**Pin map**

Pins as bars across the die edge, other pins in gray.
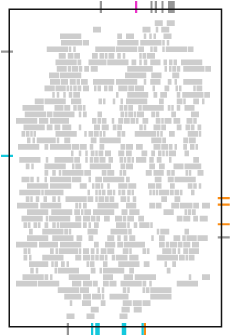
**Routed clock nets over the placement**

The bar under the picture is 20 µm long.
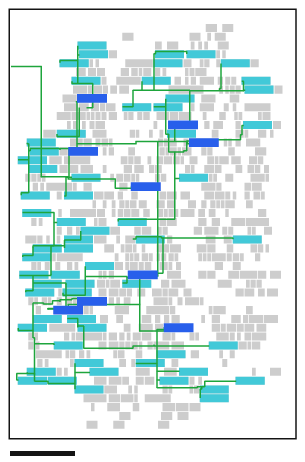
**Sequential cells colored by netlist name**

Other sequential cells in the stronger gray, the rest of the logic in the fainter gray.
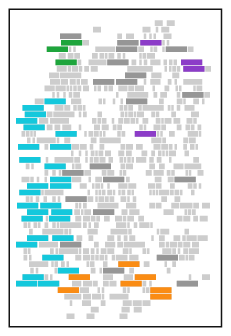
**Signal wires by layer**

The bar under the picture is 20 µm long.
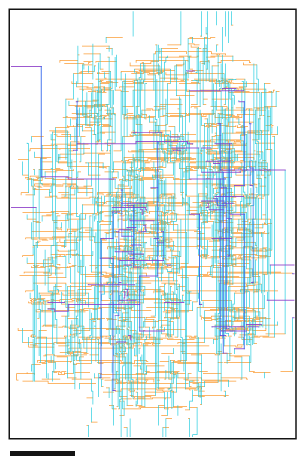
File: config.mk
export PLATFORM = sky130hd
export DESIGN_NAME = nibble_cpu_core
export DESIGN_NICKNAME = d
export VERILOG_FILES = /design/src/rtl/nibble_cpu_pkg.sv /design/src/rtl/nibble_cpu_stack.sv /design/src/rtl/nibble_cpu_core.sv
export SDC_FILE = /design/constraint.sdc
export NUM_CORES = 1
export LEC_CHECK = 0
export ABC_CLOCK_PERIOD_IN_PS = 2950
export CORE_AREA = 2 2 86 130
export DETAILED_ROUTE_END_ITERATION = 6
export DIE_AREA = 0 0 88 132
export HOLD_SLACK_MARGIN = 0.03
export PLACE_DENSITY = 0.63
export SYNTH_ARGS = -nofsm -noshare
export SYNTH_HDL_FRONTEND = slang
export SYNTH_SLANG_ARGS = --single-unit
File: constraint.sdc
create_clock -name clk -period 2.95 [get_ports clk]
set_clock_uncertainty 0.05 [all_clocks]
set_input_delay 0.59 -clock clk [delete_from_list [all_inputs] [get_ports clk]]
set_output_delay 0.59 -clock clk [all_outputs]
set_load 0.005 [all_outputs]
File: src/rtl/nibble_cpu_pkg.sv
// Shared constants for the nibble accumulator core: opcodes, FSM states,
// the RET sentinel address and the operand beat-count helper.
package nibble_cpu_pkg;

  localparam logic [3:0] OP_NGA  = 4'h0;
  localparam logic [3:0] OP_AND  = 4'h1;
  localparam logic [3:0] OP_OR   = 4'h2;
  localparam logic [3:0] OP_XOR  = 4'h3;
  localparam logic [3:0] OP_SLL  = 4'h4;
  localparam logic [3:0] OP_SRL  = 4'h5;
  localparam logic [3:0] OP_SRA  = 4'h6;
  localparam logic [3:0] OP_ADD  = 4'h7;
  localparam logic [3:0] OP_CALL = 4'h8;
  localparam logic [3:0] OP_BEQ  = 4'h9;
  localparam logic [3:0] OP_BLE  = 4'hA;
  localparam logic [3:0] OP_JMP  = 4'hB;
  localparam logic [3:0] OP_LDA  = 4'hC;
  localparam logic [3:0] OP_LDB  = 4'hD;
  localparam logic [3:0] OP_STA  = 4'hE;
  localparam logic [3:0] OP_STB  = 4'hF;

  typedef enum logic [1:0] {ST_FETCH, ST_OPND, ST_MEMRD, ST_MEMWR} state_e;

  // Opcode 8 with an all-ones operand is RET; slice to the address width.
  localparam logic [31:0] RET_ADDR = '1;

  function automatic int ab(input int dw, input int aw);
    return (aw + dw - 1) / dw;
  endfunction

endpackage

File: src/rtl/nibble_cpu_stack.sv
// Return-address LIFO for CALL/RET; overflow/underflow are refused here and
// reported by the core.
module nibble_cpu_stack #(
  parameter int AW = 7,
  parameter int SD = 4
) (
  input  logic          clk,
  input  logic          rst_p,
  input  logic          push,
  input  logic          pop,
  input  logic [AW-1:0] din,
  output logic [AW-1:0] dout,
  output logic          full,
  output logic          empty
);
  localparam int PW = $clog2(SD + 1);
  localparam int IW = (SD > 1) ? $clog2(SD) : 1;

  logic [SD-1:0][AW-1:0] mem_q, mem_d;
  logic [PW-1:0]         sp_q, sp_d;
  logic [IW-1:0]         wr_idx, rd_idx;

  assign full   = (sp_q == PW'(SD));
  assign empty  = (sp_q == '0);
  assign wr_idx = IW'(sp_q);
  assign rd_idx = IW'(sp_q - 1'b1);
  assign dout   = mem_q[rd_idx];

  always_comb begin
    mem_d = mem_q;
    sp_d  = sp_q;
    if (push && !full) begin
      mem_d[wr_idx] = din;
      sp_d          = sp_q + 1'b1;
    end else if (pop && !empty) begin
      sp_d = sp_q - 1'b1;
    end
  end

  always_ff @(posedge clk or posedge rst_p) begin
    if (rst_p) begin
      mem_q <= '0;
      sp_q  <= '0;
    end else begin
      mem_q <= mem_d;
      sp_q  <= sp_d;
    end
  end

endmodule

File: src/rtl/nibble_cpu_core.sv
// Accumulator CPU core: one bus beat per FSM state, every beat stretched by
// bus_rdy; outputs decode from registered state only.
module nibble_cpu_core
  import nibble_cpu_pkg::*;
#(
  parameter int DW = 4,
  parameter int AW = 7,
  parameter int SD = 4
) (
  input  logic          clk,
  input  logic          rst_p,
  input  logic [DW-1:0] bus_in,
  input  logic          bus_rdy,
  output logic [AW-1:0] addr_out,
  output logic [DW-1:0] data_out,
  output logic          rd_en,
  output logic          wr_en,
  output logic          flag_c,
  output logic          stk_err
);
  localparam int AB = ab(DW, AW);
  localparam int CW = (AB > 1) ? $clog2(AB) : 1;
  localparam int SW = $clog2(DW);

  state_e        state_q, state_d;
  logic [AW-1:0] pc_q, pc_d, tmp_q, tmp_d;
  logic [DW-1:0] a_q, a_d, b_q, b_d;
  logic          c_q, c_d, err_q, err_d;
  logic [3:0]    op_q, op_d;
  logic [CW-1:0] cnt_q, cnt_d;

  logic [AW+DW-1:0] shift_in;
  logic [AW-1:0]    opnd, pc_inc, stk_dout;
  logic [DW:0]      sum;
  logic [SW-1:0]    shamt;
  logic             push, pop, stk_full, stk_empty, last_beat;

  // Operand beats arrive MS first; shifting left drops surplus MSBs.
  assign shift_in  = {tmp_q, bus_in};
  assign opnd      = shift_in[AW-1:0];
  assign pc_inc    = pc_q + 1'b1;
  assign last_beat = (cnt_q == CW'(AB - 1));
  assign shamt     = b_q[SW-1:0];
  assign sum       = {1'b0, a_q} + {1'b0, b_q};

  nibble_cpu_stack #(.AW(AW), .SD(SD)) u_stack (
    .clk   (clk),
    .rst_p (rst_p),
    .push  (push),
    .pop   (pop),
    .din   (pc_inc),
    .dout  (stk_dout),
    .full  (stk_full),
    .empty (stk_empty)
  );

  always_comb begin
    state_d = state_q;
    pc_d    = pc_q;
    tmp_d   = tmp_q;
    a_d     = a_q;
    b_d     = b_q;
    c_d     = c_q;
    err_d   = err_q;
    op_d    = op_q;
    cnt_d   = cnt_q;
    push    = 1'b0;
    pop     = 1'b0;
    if (bus_rdy) begin
      case (state_q)
        ST_FETCH: begin
          pc_d = pc_inc;
          if (bus_in[3]) begin
            op_d    = bus_in[3:0];
            cnt_d   = '0;
            state_d = ST_OPND;
          end else begin
            case (bus_in[3:0])
              OP_NGA: begin a_d = -a_q; c_d = (a_q == '0); end
              OP_AND: a_d = a_q & b_q;
              OP_OR:  a_d = a_q | b_q;
              OP_XOR: a_d = a_q ^ b_q;
              OP_SLL: a_d = a_q << shamt;
              OP_SRL: a_d = a_q >> shamt;
              OP_SRA: a_d = $unsigned($signed(a_q) >>> shamt);
              default: {c_d, a_d} = sum;
            endcase
          end
        end
        ST_OPND: begin
          pc_d  = pc_inc;
          tmp_d = opnd;
          cnt_d = cnt_q + 1'b1;
          if (last_beat) begin
            state_d = ST_FETCH;
            case (op_q)
              OP_CALL: begin
                if (opnd == RET_ADDR[AW-1:0]) begin
                  if (stk_empty) err_d = 1'b1;
                  else begin pop = 1'b1; pc_d = stk_dout; end
                end else begin
                  // A full stack drops the return address but still jumps.
                  if (stk_full) err_d = 1'b1;
                  else push = 1'b1;
                  pc_d = opnd;
                end
              end
              OP_BEQ: if (a_q == b_q) pc_d = pc_inc + opnd;
              OP_BLE: if (a_q <= b_q) pc_d = pc_inc + opnd;
              OP_JMP: pc_d = opnd;
              OP_LDA, OP_LDB: state_d = ST_MEMRD;
              OP_STA, OP_STB: state_d = ST_MEMWR;
              default: ;
            endcase
          end
        end
        ST_MEMRD: begin
          if (op_q == OP_LDA) a_d = bus_in;
          else b_d = bus_in;
          state_d = ST_FETCH;
        end
        default: state_d = ST_FETCH;
      endcase
    end
  end

  always_ff @(posedge clk or posedge rst_p) begin
    if (rst_p) begin
      state_q <= ST_FETCH;
      pc_q    <= '0;
      tmp_q   <= '0;
      a_q     <= '0;
      b_q     <= '0;
      c_q     <= 1'b0;
      err_q   <= 1'b0;
      op_q    <= '0;
      cnt_q   <= '0;
    end else begin
      state_q <= state_d;
      pc_q    <= pc_d;
      tmp_q   <= tmp_d;
      a_q     <= a_d;
      b_q     <= b_d;
      c_q     <= c_d;
      err_q   <= err_d;
      op_q    <= op_d;
      cnt_q   <= cnt_d;
    end
  end

  assign addr_out = (state_q == ST_MEMRD || state_q == ST_MEMWR) ? tmp_q : pc_q;
  assign rd_en    = (state_q != ST_MEMWR);
  assign wr_en    = (state_q == ST_MEMWR);
  assign data_out = wr_en ? ((op_q == OP_STB) ? b_q : a_q) : '0;
  assign flag_c   = c_q;
  assign stk_err  = err_q;

endmodule

==> Slide: Implementation Results <==
Implementation Results

Yosys
  – Share of flip-flops with an asynchronous set or reset: 100.0%
  – Ys Warns: 0
  – Yosys chip area: 0.004524 mm²
  – Yosys Instances: 523
  – Top cell area share: 34.29%
  – Xor/xnor share: 3.789%
  – Syn Inst Count: between 500 and 600
  – Post-synthesis sequential area ratio: 34.29%
  – Top cells by count: 76 x nand2_1, 62 x dfrtp_1, 37 x o21ai_0
  – Number of enable flip-flop cells: 0
  – And+or+nand+nor area frac: 18.64%
  – Synth top area cells: dfrtp_1 34%, ha_1 7.2%, nand2_1 6.3%, o21ai_0 4.1%, mux2_2 4.0%
  – Flops & latches, synth: around 62

Routing
  – # DRC: 0
  – 1st-pass router iterations: 5
  – Vias per cell: 5.844
  – Initial DRC count: 279
  – Vias: 4149

Timing
  – Fin crit period: approximately 2800 ps
  – Setup violators final: 0
  – Fin Setup TNS: 0 ps
  – Fmax achieved: 0.3630 GHz
  – Slew Viols, Final: 0
  – Worst Tran Pin Value: between 700 and 800 ps
  – Post-Route Hold Slack: 408.6 ps
  – Final hold vios: 0

Pwr
  – Total Power: just over 6000 µW
  – LEAKAGE: 0.002304 µW

Job
  – Total tool warning count: 39
  – MaxCap Viol Count: 0

Critical path
  – Reg2reg end: pc_q[6]
  – CP bufs+invs: 1
  – Crit path max fanout: 9
  – Required @ worst endpoint: 2310 ps
  – R2R cell count: 10
  – RR Startpoint: pc_q[0]
  – Worst path depth: 5
  – Family with the most delay on the worst path: simple AND/OR/NAND/NOR gates

GRT
  – Initial antenna violation count: 0
  – All-Layer GR Usage: 24.03%
  – Vias in the first global route: 4151

Die
  – Core area: around 0.010 mm²
  – Chip area: 0.01162 mm²
  – Placement Rows: 46

Clock tree
  – # resized after CTS: 0
  – H-tree levels: 3

Placed design
  – Placed Area: 0.005065 mm²

Outcome
  – Outcome: complete, no violations

Worst hold path
  – Hold Path Sink: stk_err
  – Hold_sp: stk_err
About 'pin map':
| port | color | pins | direction | edge |
|---|---|---|---|---|
| `bus_rdy` | magenta | 1 | input | top |
| `bus_in` | orange | 4 | input | 3 right, 1 bottom |
| `addr_out` | cyan | 7 | output | 6 bottom, 1 left |

About 'routed clock nets over the placement':
[clock drivers] blue | count: 9
[clock wires] green | length: 951 µm
[flip-flops] cyan | count: 62
routed clock nets: 10

About 'sequential cells colored by netlist name':
| name in the netlist | color | placed flops |
|---|---|---|
| `u_stack.sp_q` | green | 3 |
| `tmp_q` | orange | 7 |
| `b_q` | purple | 4 |
| `u_stack.mem_q` | cyan | 28 |
final core occ: 51.57%
P_seq: 1530 µW
flop share of the area: 28.88%
register area: 0.001551 mm²

About 'signal wires by layer':
| layer | color | wire length |
|---|---|---|
| metal 1 | orange | 5120 µm |
| metal 2 | cyan | 7160 µm |
| metal 3 | purple | 472 µm |
| metal 4 | blue | 615 µm |
final WL: 13370 µm
WL/cell: 18.84 µm

worst reg2reg max path: cells and delay by family (launching register included):
family	cells	cell delay [ps]
compound gates	4	750
fa+ha+maj	2	700
flops	1	580
xor+xnor	2	350
buf+inv	1	130
simple gates	1	70
flip-flops by register name, summed over array words and instances, names as in the netlist:
register and cells:
a_q 4, b_q 4, cnt_q 1, flag_c 1, op_q 4, pc_q 7, state_q 2, stk_err 1
tmp_q 7, u_stack.mem_q 28, u_stack.sp_q 3
metal layers:
| metal | vias up | share of wire [%] | GRT usage, % | wire, µm |
|---|---|---|---|---|
| met5 | - | 0 | 0 | 0 |
| met1 | 2004 | 38 | 27.49 | 5123 |
| met2 | 144 | 54 | 42.47 | 7164 |
| li1 | 1951 | - | - | - |
| met4 | 0 | 4.6 | 11.88 | 615 |
| met3 | 50 | 3.5 | 3.381 | 471 |
where the power goes:
group	total (µW)	internal [µW]	switching [µW]	leakage [µW]
sequential	1530	1160	371	0.000787
combinational	3520	1590	1930	0.00137
clock	1100	683	421	0.000149
final cells by class:
cell class | instances | area [µm²] | share of cell area, %
tap | 144 | 180.2 | 3.354
timing repair buffer | 59 | 508.0 | 9.455
multi-input combinational | 401 | 2720 | 50.63
clock buffer | 10 | 239.0 | 4.448
clock inverter | 6 | 68.82 | 1.281
sequential | 62 | 1551 | 28.88
inverter | 28 | 105.1 | 1.956
worst max-delay path by stage:
stage               startpoint          end
floorplan               b_q[1]      pc_q[3]
global placement     bus_in[0]      pc_q[6]
detailed placement   bus_in[0]       a_q[3]
CTS                    op_q[0]  data_out[3]
global route           pc_q[0]      pc_q[6]
finish                 op_q[0]  data_out[3]
No activity file was given, so power comes from the tool's default toggle rates.
